==> config.mk <==
export PLATFORM = sky130hd
export DESIGN_NAME = opb_snapshot_reg_ctrl_flat
export DESIGN_NICKNAME = d
export VERILOG_FILES = /design/src/rtl/opb_snapshot_reg_ctrl_pkg.sv /design/src/rtl/opb_snapshot_reg_ctrl_if.sv /design/src/rtl/opb_snapshot_reg_ctrl_slave.sv /design/src/rtl/opb_snapshot_reg_ctrl.sv /design/src/flat_wrapper.sv
export SDC_FILE = /design/constraint.sdc
export NUM_CORES = 1
export LEC_CHECK = 0
export CAP_MARGIN = 0
export CORE_ASPECT_RATIO = 1.25
export CORE_MARGIN = 3
export CORE_UTILIZATION = 44
export CTS_CLUSTER_DIAMETER = 50
export DETAILED_ROUTE_END_ITERATION = 8
export PLACE_DENSITY = 0.76
export SYNTH_ARGS = -nofsm -noshare
export SYNTH_HDL_FRONTEND = slang
export SYNTH_HIERARCHICAL = 1
export SYNTH_SLANG_ARGS = --single-unit
==> constraint.sdc <==
create_clock -name OPB_Clk -period 2.3 [get_ports OPB_Clk]
set_input_delay 0.46 -clock OPB_Clk [delete_from_list [all_inputs] [get_ports OPB_Clk]]
set_output_delay 0.46 -clock OPB_Clk [all_outputs]
set_load 0.005 [all_outputs]
==> src/rtl/opb_snapshot_reg_ctrl_pkg.sv <==
// Shared types and constants for the OPB snapshot register controller.
package opb_snap_pkg;

  typedef enum logic [1:0] {
    IDLE  = 2'd0,
    ARMED = 2'd1,
    DONE  = 2'd2
  } snap_state_e;

  // CTRL bit positions in numeric (bit 31 = MSB) order
  localparam int CTRL_ARM_BIT   = 31;
  localparam int CTRL_CLEAR_BIT = 30;
  localparam int CTRL_DONE_BIT  = 30;
  localparam int CTRL_ARMED_BIT = 31;

  // Byte offsets inside the window
  localparam int CTRL_OFF      = 0;
  localparam int SNAP_BASE_OFF = 4;

  // Numeric bit b lands on OPB lane 31-b (OPB numbers bit 0 as the MSB).
  function automatic logic [0:31] to_opb_order(input logic [31:0] w);
    logic [0:31] r;
    for (int b = 0; b < 32; b++) r[31-b] = w[b];
    return r;
  endfunction

  function automatic logic [31:0] from_opb_order(input logic [0:31] v);
    logic [31:0] r;
    for (int b = 0; b < 32; b++) r[b] = v[31-b];
    return r;
  endfunction

endpackage

==> src/rtl/opb_snapshot_reg_ctrl_if.sv <==
// OPB slave-side bus bundle; signals keep their OPB names and [0:n] ordering.
interface opb_bus_if #(
  parameter int AW = 32,
  parameter int DW = 32
);
  logic [0:AW-1]   OPB_ABus;
  logic [0:DW/8-1] OPB_BE;
  logic [0:DW-1]   OPB_DBus;
  logic            OPB_RNW;
  logic            OPB_select;
  logic            OPB_seqAddr;
  logic [0:DW-1]   Sl_DBus;
  logic            Sl_errAck;
  logic            Sl_retry;
  logic            Sl_toutSup;
  logic            Sl_xferAck;

  modport master (
    output OPB_ABus, OPB_BE, OPB_DBus, OPB_RNW, OPB_select, OPB_seqAddr,
    input  Sl_DBus, Sl_errAck, Sl_retry, Sl_toutSup, Sl_xferAck
  );

  modport slave (
    input  OPB_ABus, OPB_BE, OPB_DBus, OPB_RNW, OPB_select, OPB_seqAddr,
    output Sl_DBus, Sl_errAck, Sl_retry, Sl_toutSup, Sl_xferAck
  );
endinterface

==> src/rtl/opb_snapshot_reg_ctrl_slave.sv <==
// OPB slave front end: window decode, one-cycle ack pulse, read-data gating.
module opb_slave_if
  import opb_snap_pkg::*;
#(
  parameter logic [31:0] C_BASEADDR   = 32'h0100_0400,
  parameter logic [31:0] C_HIGHADDR   = 32'h0100_04FF,
  parameter int          C_OPB_AWIDTH = 32,
  parameter int          C_OPB_DWIDTH = 32
) (
  input  logic                      OPB_Clk,
  input  logic                      OPB_Rst_n,
  opb_bus_if.slave                  bus,
  output logic                      wr_en,
  output logic                      rd_en,
  output logic [C_OPB_AWIDTH-3:0]   word_off,
  output logic [C_OPB_DWIDTH-1:0]   wdata,
  output logic                      be0,
  input  logic [C_OPB_DWIDTH-1:0]   rdata
);

  logic [C_OPB_AWIDTH-1:0] addr;
  logic [C_OPB_AWIDTH-1:0] byte_off;
  logic                    in_win;
  logic                    hit;
  logic                    ack_q;
  logic [0:31]             dbus_q;
  logic                    unused_bits;

  // Address into numeric order, then window check and word offset
  always_comb begin
    addr = '0;
    for (int b = 0; b < C_OPB_AWIDTH; b++) addr[b] = bus.OPB_ABus[C_OPB_AWIDTH-1-b];
  end

  assign in_win   = (addr >= C_OPB_AWIDTH'(C_BASEADDR)) && (addr <= C_OPB_AWIDTH'(C_HIGHADDR));
  assign byte_off = addr - C_OPB_AWIDTH'(C_BASEADDR);
  assign word_off = byte_off[C_OPB_AWIDTH-1:2];

  // The ack cycle blocks decode, so a held select yields one transfer every two cycles
  assign hit   = bus.OPB_select && in_win && !ack_q;
  assign wr_en = hit && !bus.OPB_RNW;
  assign rd_en = hit && bus.OPB_RNW;
  assign wdata = from_opb_order(bus.OPB_DBus);
  assign be0   = bus.OPB_BE[0];

  assign unused_bits = ^{byte_off[1:0], bus.OPB_BE[1:3], bus.OPB_seqAddr};

  // Register the hit into the ack pulse and capture read data alongside it
  always_ff @(posedge OPB_Clk or negedge OPB_Rst_n) begin
    if (!OPB_Rst_n) begin
      ack_q  <= 1'b0;
      dbus_q <= '0;
    end else begin
      ack_q  <= hit;
      dbus_q <= rd_en ? to_opb_order(rdata) : '0;
    end
  end

  assign bus.Sl_xferAck = ack_q;
  assign bus.Sl_DBus    = dbus_q;
  assign bus.Sl_errAck  = 1'b0;
  assign bus.Sl_retry   = 1'b0;
  assign bus.Sl_toutSup = 1'b0;

endmodule

==> src/rtl/opb_snapshot_reg_ctrl.sv <==
// Coherent snapshot of N user words behind one OPB window.
//   state | meaning
//   IDLE  | no capture pending
//   ARMED | next user_valid latches all words
//   DONE  | a coherent set is frozen and readable
module opb_snapshot_reg_ctrl
  import opb_snap_pkg::*;
#(
  parameter logic [31:0] C_BASEADDR   = 32'h0100_0400,
  parameter logic [31:0] C_HIGHADDR   = 32'h0100_04FF,
  parameter int          C_OPB_AWIDTH = 32,
  parameter int          C_OPB_DWIDTH = 32,
  parameter int          N_REGS       = 4
) (
  input  logic                OPB_Clk,
  input  logic                OPB_Rst_n,
  opb_bus_if.slave            bus,
  input  logic [N_REGS*32-1:0] user_data_in,
  input  logic                user_valid,
  output logic                snap_armed
);

  localparam int WOFF_W = C_OPB_AWIDTH - 2;

  logic                    wr_en;
  logic                    rd_en;
  logic [WOFF_W-1:0]       word_off;
  logic [C_OPB_DWIDTH-1:0] wdata;
  logic                    be0;
  logic [C_OPB_DWIDTH-1:0] rdata;

  snap_state_e state_q, state_d;
  logic [31:0] snap_q [N_REGS];
  logic [15:0] count_q;
  logic        is_ctrl;
  logic        arm_wr;
  logic        clr_wr;
  logic        capture;
  logic [31:0] ctrl_word;
  logic        unused_wdata;

  opb_slave_if #(
    .C_BASEADDR   (C_BASEADDR),
    .C_HIGHADDR   (C_HIGHADDR),
    .C_OPB_AWIDTH (C_OPB_AWIDTH),
    .C_OPB_DWIDTH (C_OPB_DWIDTH)
  ) u_slave (
    .OPB_Clk   (OPB_Clk),
    .OPB_Rst_n (OPB_Rst_n),
    .bus       (bus),
    .wr_en     (wr_en),
    .rd_en     (rd_en),
    .word_off  (word_off),
    .wdata     (wdata),
    .be0       (be0),
    .rdata     (rdata)
  );

  assign is_ctrl      = (word_off == WOFF_W'(CTRL_OFF / 4));
  assign arm_wr       = wr_en && is_ctrl && be0 && wdata[CTRL_ARM_BIT];
  assign clr_wr       = wr_en && is_ctrl && be0 && wdata[CTRL_CLEAR_BIT] && !wdata[CTRL_ARM_BIT];
  assign capture      = (state_q == ARMED) && user_valid;
  assign snap_armed   = (state_q == ARMED);
  assign unused_wdata = ^wdata[CTRL_CLEAR_BIT-1:0];

  // State register
  always_ff @(posedge OPB_Clk or negedge OPB_Rst_n) begin
    if (!OPB_Rst_n) state_q <= IDLE;
    else            state_q <= state_d;
  end

  // Next state; an ARM write always wins, a CLEAR still lets a same-edge capture land
  always_comb begin
    state_d = state_q;
    unique case (state_q)
      IDLE:    if (arm_wr) state_d = ARMED;
      ARMED: begin
        if (arm_wr)          state_d = ARMED;
        else if (clr_wr)     state_d = IDLE;
        else if (user_valid) state_d = DONE;
      end
      DONE: begin
        if (arm_wr)      state_d = ARMED;
        else if (clr_wr) state_d = IDLE;
      end
      default: state_d = IDLE;
    endcase
  end

  // Latch every user word on the same edge so the set is coherent
  always_ff @(posedge OPB_Clk or negedge OPB_Rst_n) begin
    if (!OPB_Rst_n) begin
      for (int i = 0; i < N_REGS; i++) snap_q[i] <= '0;
      count_q <= '0;
    end else if (capture) begin
      for (int i = 0; i < N_REGS; i++) snap_q[i] <= user_data_in[32*i +: 32];
      count_q <= count_q + 16'd1;
    end
  end

  // Read mux; sees pre-edge values so a read at the capture edge returns the old set
  always_comb begin
    ctrl_word                 = '0;
    ctrl_word[CTRL_ARMED_BIT] = (state_q == ARMED);
    ctrl_word[CTRL_DONE_BIT]  = (state_q == DONE);
    ctrl_word[15:0]           = count_q;
    rdata = '0;
    if (rd_en) begin
      if (is_ctrl) rdata = ctrl_word;
      for (int i = 0; i < N_REGS; i++) begin
        if (word_off == WOFF_W'(SNAP_BASE_OFF / 4 + i)) rdata = snap_q[i];
      end
    end
  end

endmodule

==> src/flat_wrapper.sv <==
// flat-port wrapper written by rule: the top's interface ports become plain ports
module opb_snapshot_reg_ctrl_flat import opb_snap_pkg::*;
#(
  parameter logic [31:0] C_BASEADDR   = 32'h0100_0400,
  parameter logic [31:0] C_HIGHADDR   = 32'h0100_04FF,
  parameter int          C_OPB_AWIDTH = 32,
  parameter int          C_OPB_DWIDTH = 32,
  parameter int          N_REGS       = 4
)
  (OPB_Clk, OPB_Rst_n, user_data_in, user_valid, snap_armed, bus_OPB_ABus, bus_OPB_BE, bus_OPB_DBus, bus_OPB_RNW, bus_OPB_select, bus_OPB_seqAddr, bus_Sl_DBus, bus_Sl_errAck, bus_Sl_retry, bus_Sl_toutSup, bus_Sl_xferAck);
  opb_bus_if bus_i ();
  input  logic OPB_Clk;
  input  logic OPB_Rst_n;
  input  logic [N_REGS*32-1:0] user_data_in;
  input  logic user_valid;
  output logic snap_armed;
  input wire logic [$bits(bus_i.OPB_ABus)-1:0] bus_OPB_ABus;
  input wire logic [$bits(bus_i.OPB_BE)-1:0] bus_OPB_BE;
  input wire logic [$bits(bus_i.OPB_DBus)-1:0] bus_OPB_DBus;
  input wire logic [$bits(bus_i.OPB_RNW)-1:0] bus_OPB_RNW;
  input wire logic [$bits(bus_i.OPB_select)-1:0] bus_OPB_select;
  input wire logic [$bits(bus_i.OPB_seqAddr)-1:0] bus_OPB_seqAddr;
  output wire logic [$bits(bus_i.Sl_DBus)-1:0] bus_Sl_DBus;
  output wire logic [$bits(bus_i.Sl_errAck)-1:0] bus_Sl_errAck;
  output wire logic [$bits(bus_i.Sl_retry)-1:0] bus_Sl_retry;
  output wire logic [$bits(bus_i.Sl_toutSup)-1:0] bus_Sl_toutSup;
  output wire logic [$bits(bus_i.Sl_xferAck)-1:0] bus_Sl_xferAck;
  assign bus_i.OPB_ABus = bus_OPB_ABus;
  assign bus_i.OPB_BE = bus_OPB_BE;
  assign bus_i.OPB_DBus = bus_OPB_DBus;
  assign bus_i.OPB_RNW = bus_OPB_RNW;
  assign bus_i.OPB_select = bus_OPB_select;
  assign bus_i.OPB_seqAddr = bus_OPB_seqAddr;
  assign bus_Sl_DBus = bus_i.Sl_DBus;
  assign bus_Sl_errAck = bus_i.Sl_errAck;
  assign bus_Sl_retry = bus_i.Sl_retry;
  assign bus_Sl_toutSup = bus_i.Sl_toutSup;
  assign bus_Sl_xferAck = bus_i.Sl_xferAck;
  opb_snapshot_reg_ctrl #(.C_BASEADDR(C_BASEADDR), .C_HIGHADDR(C_HIGHADDR), .C_OPB_AWIDTH(C_OPB_AWIDTH), .C_OPB_DWIDTH(C_OPB_DWIDTH), .N_REGS(N_REGS)) u_core (.OPB_Clk(OPB_Clk), .OPB_Rst_n(OPB_Rst_n), .bus(bus_i), .user_data_in(user_data_in), .user_valid(user_valid), .snap_armed(snap_armed));
endmodule
Fig. 1: M2 wires
(3 px per µm) Cells faint in the background.
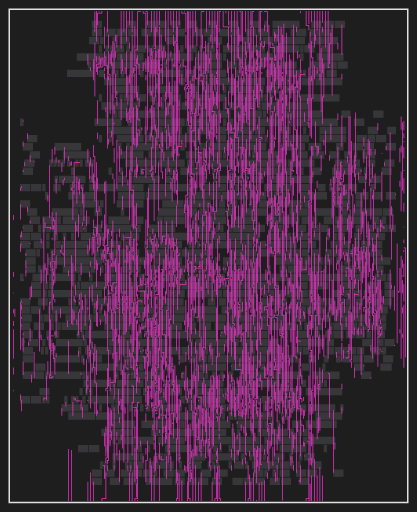
nets with wire on the layer = 1203
wire length on this layer = 13900 µm
DRT Wirelength: 28770 µm
GR Layer Usage met2: 42.52%
overall via count from detail_route: 8382

Fig. 2: ports around the boundary
(3 px per µm) Pins as bars across the die edge, other pins in gray.
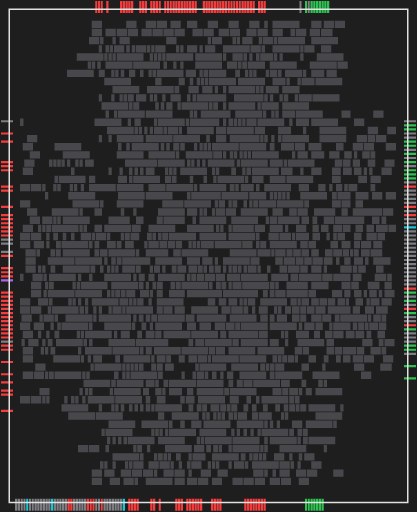
bus_Sl_errAck -> purple  # pins 1, direction output, edge west
bus_Sl_DBus -> green  # pins 32, direction output, edge 17 east, 8 north, 7 south
bus_OPB_BE -> cyan  # pins 4, direction input, edge 3 south, 1 east
user_data_in -> red  # pins 128, direction input, edge 50 north, 38 west, 34 south, 6 east
# port buffers: 201
Horiz. Die Dim: 132.3 µm
die height: 163.9 µm

Fig. 3: routing congestion map
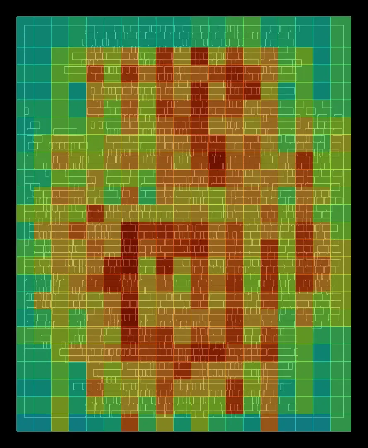
GRT Util Overall: 25.86%
DR WL/cell: 18.93 µm
routing usage on met1: 34.60%
Top Usage Layer GRT: met2

==> flip-flops by register name, summed over array words and instances (netlist names) <==
signal and flops:
u_core/snap_q 128, u_core/count_q 16, u_core/u_slave/bus.Sl_DBus 32, u_core/u_slave/bus.Sl_xferAck 1, u_core/state_q 2
==> critical path: cells and delay by family <==
family | cells | cell delay, ns
XOR/XNOR | 1 | 0.15
AND-OR/OR-AND | 2 | 0.61
AND/OR/NAND/NOR | 7 | 2.16
buffers and inverters | 3 | 0.60
==> metal layers <==
| metal | share of wire (%) | routed length [µm] |
|---|---|---|
| met1 | 40 | 11580 |
| met2 | 48 | 13870 |
| met3 | 8.5 | 2443 |
| met5 | 0 | 0 |
| met4 | 3.0 | 871 |
==> flow_summary.ini <==
; generated from flow reports
[global_route]
grt_pass1_vias = 8167
antenna_found_initial = 2
grt-ovfl-total = 0
grt_pass1_wl_um = 44330
grt_max_degree = 83
use_met3_pct = 4.320

[sta]
setup_slack_ns = -1.355
max_freq_mhz = 273.6
rsz0062_at_grt = true
setup_viol = 34
skew_ns = 0.01185
min_period_ns = 3.655
tightest_slew_ns = 0.5561
final.period_utilization_pct = 158.9
relSlewSlack_pct = 62.93
finalHoldViolations = 0
whs_ns = 0.4808

[run]
drv_cap = 0
warning_count = 64

[final_layout]
layout-drive-gt1-share_pct = 16.12
fin_nets = 1445
comb_share_pct = 32.03
largest_class = registers
seq_cells = 179
fin_util_pct = 64.24
flop_area_um2 = 4479
final_cells = 1520
nNonClkBuffers = 292
final_cell_mix = 358 x nand2_1, 187 x clkdlybuf4s50_1, 179 x dfrtp_1
clkCellAreaFrac_pct = 4.994
inv_count = 52
postLayoutCellArea_um2 = 12550
fillers = 1603
area_growth_pct = 43.02
final_common_cell = nand2_1

[drt]
drc = 0
viasPerCell = 5.514
firstDrtPassIters = 5

[outcome]
status = complete, but fails checks
violations = negative setup slack

[pwr]
pwr-share-comb_pct = 11.5
p_seq_uw = 3440
power_uw = 7360
p_sw_share_pct = 24.83
pg_clk_uw = 3070
combinationalPower_uw = 846
seqPwrFrac_pct = 46.8
top_power_group = sequential cells
pwr-share-clk_pct = 41.7
power.internal_uw = 5533

[critical_path]
slowest_stage = or4_4
critPathArrivalTime_ns = 3.98
critPathMaxStageDelay_ns = 0.59
rr_startpoint = u_core/u_slave/bus.Sl_xferAck
reg2reg_slack_ns = 0.04
cp-end-kind = flip-flop
cp-start-kind = primary input
r2r_end = u_core/u_slave/bus.Sl_DBus[23]
critPathLaunch = bus_OPB_ABus[14]
critPathKind = in2reg

[clock_tree]
cts_buffer_depth = 2
clk_pin_slew_ns = 0.07
cts-hold-fix-buffers = 1
worstSkewPairLatency_ns = 0.43
cts.sinks = 179
cts_tree = built
post_cts_resize_count = 78
cts_setup_buffers = 7

[logic_synthesis]
synth.avg_cell_area_um2 = 8.682
netlist_instances = 1011
synth-warning-count = 6

[hold_path]
hp-start = u_core/snap_q[38]
hp-class = reg2reg

[placed_design]
hpwl_um = 18650
pre_cts_ws_ns = -1.909
place_area_um2 = 11460
place_congestion = 0.9577
placed_cells = 1466

[die]
chipArea_um2 = 21690
io_pins = 239
num_tap_cells = 265
fp_util_pct = 44.92
Power and IR drop assume default switching activity.
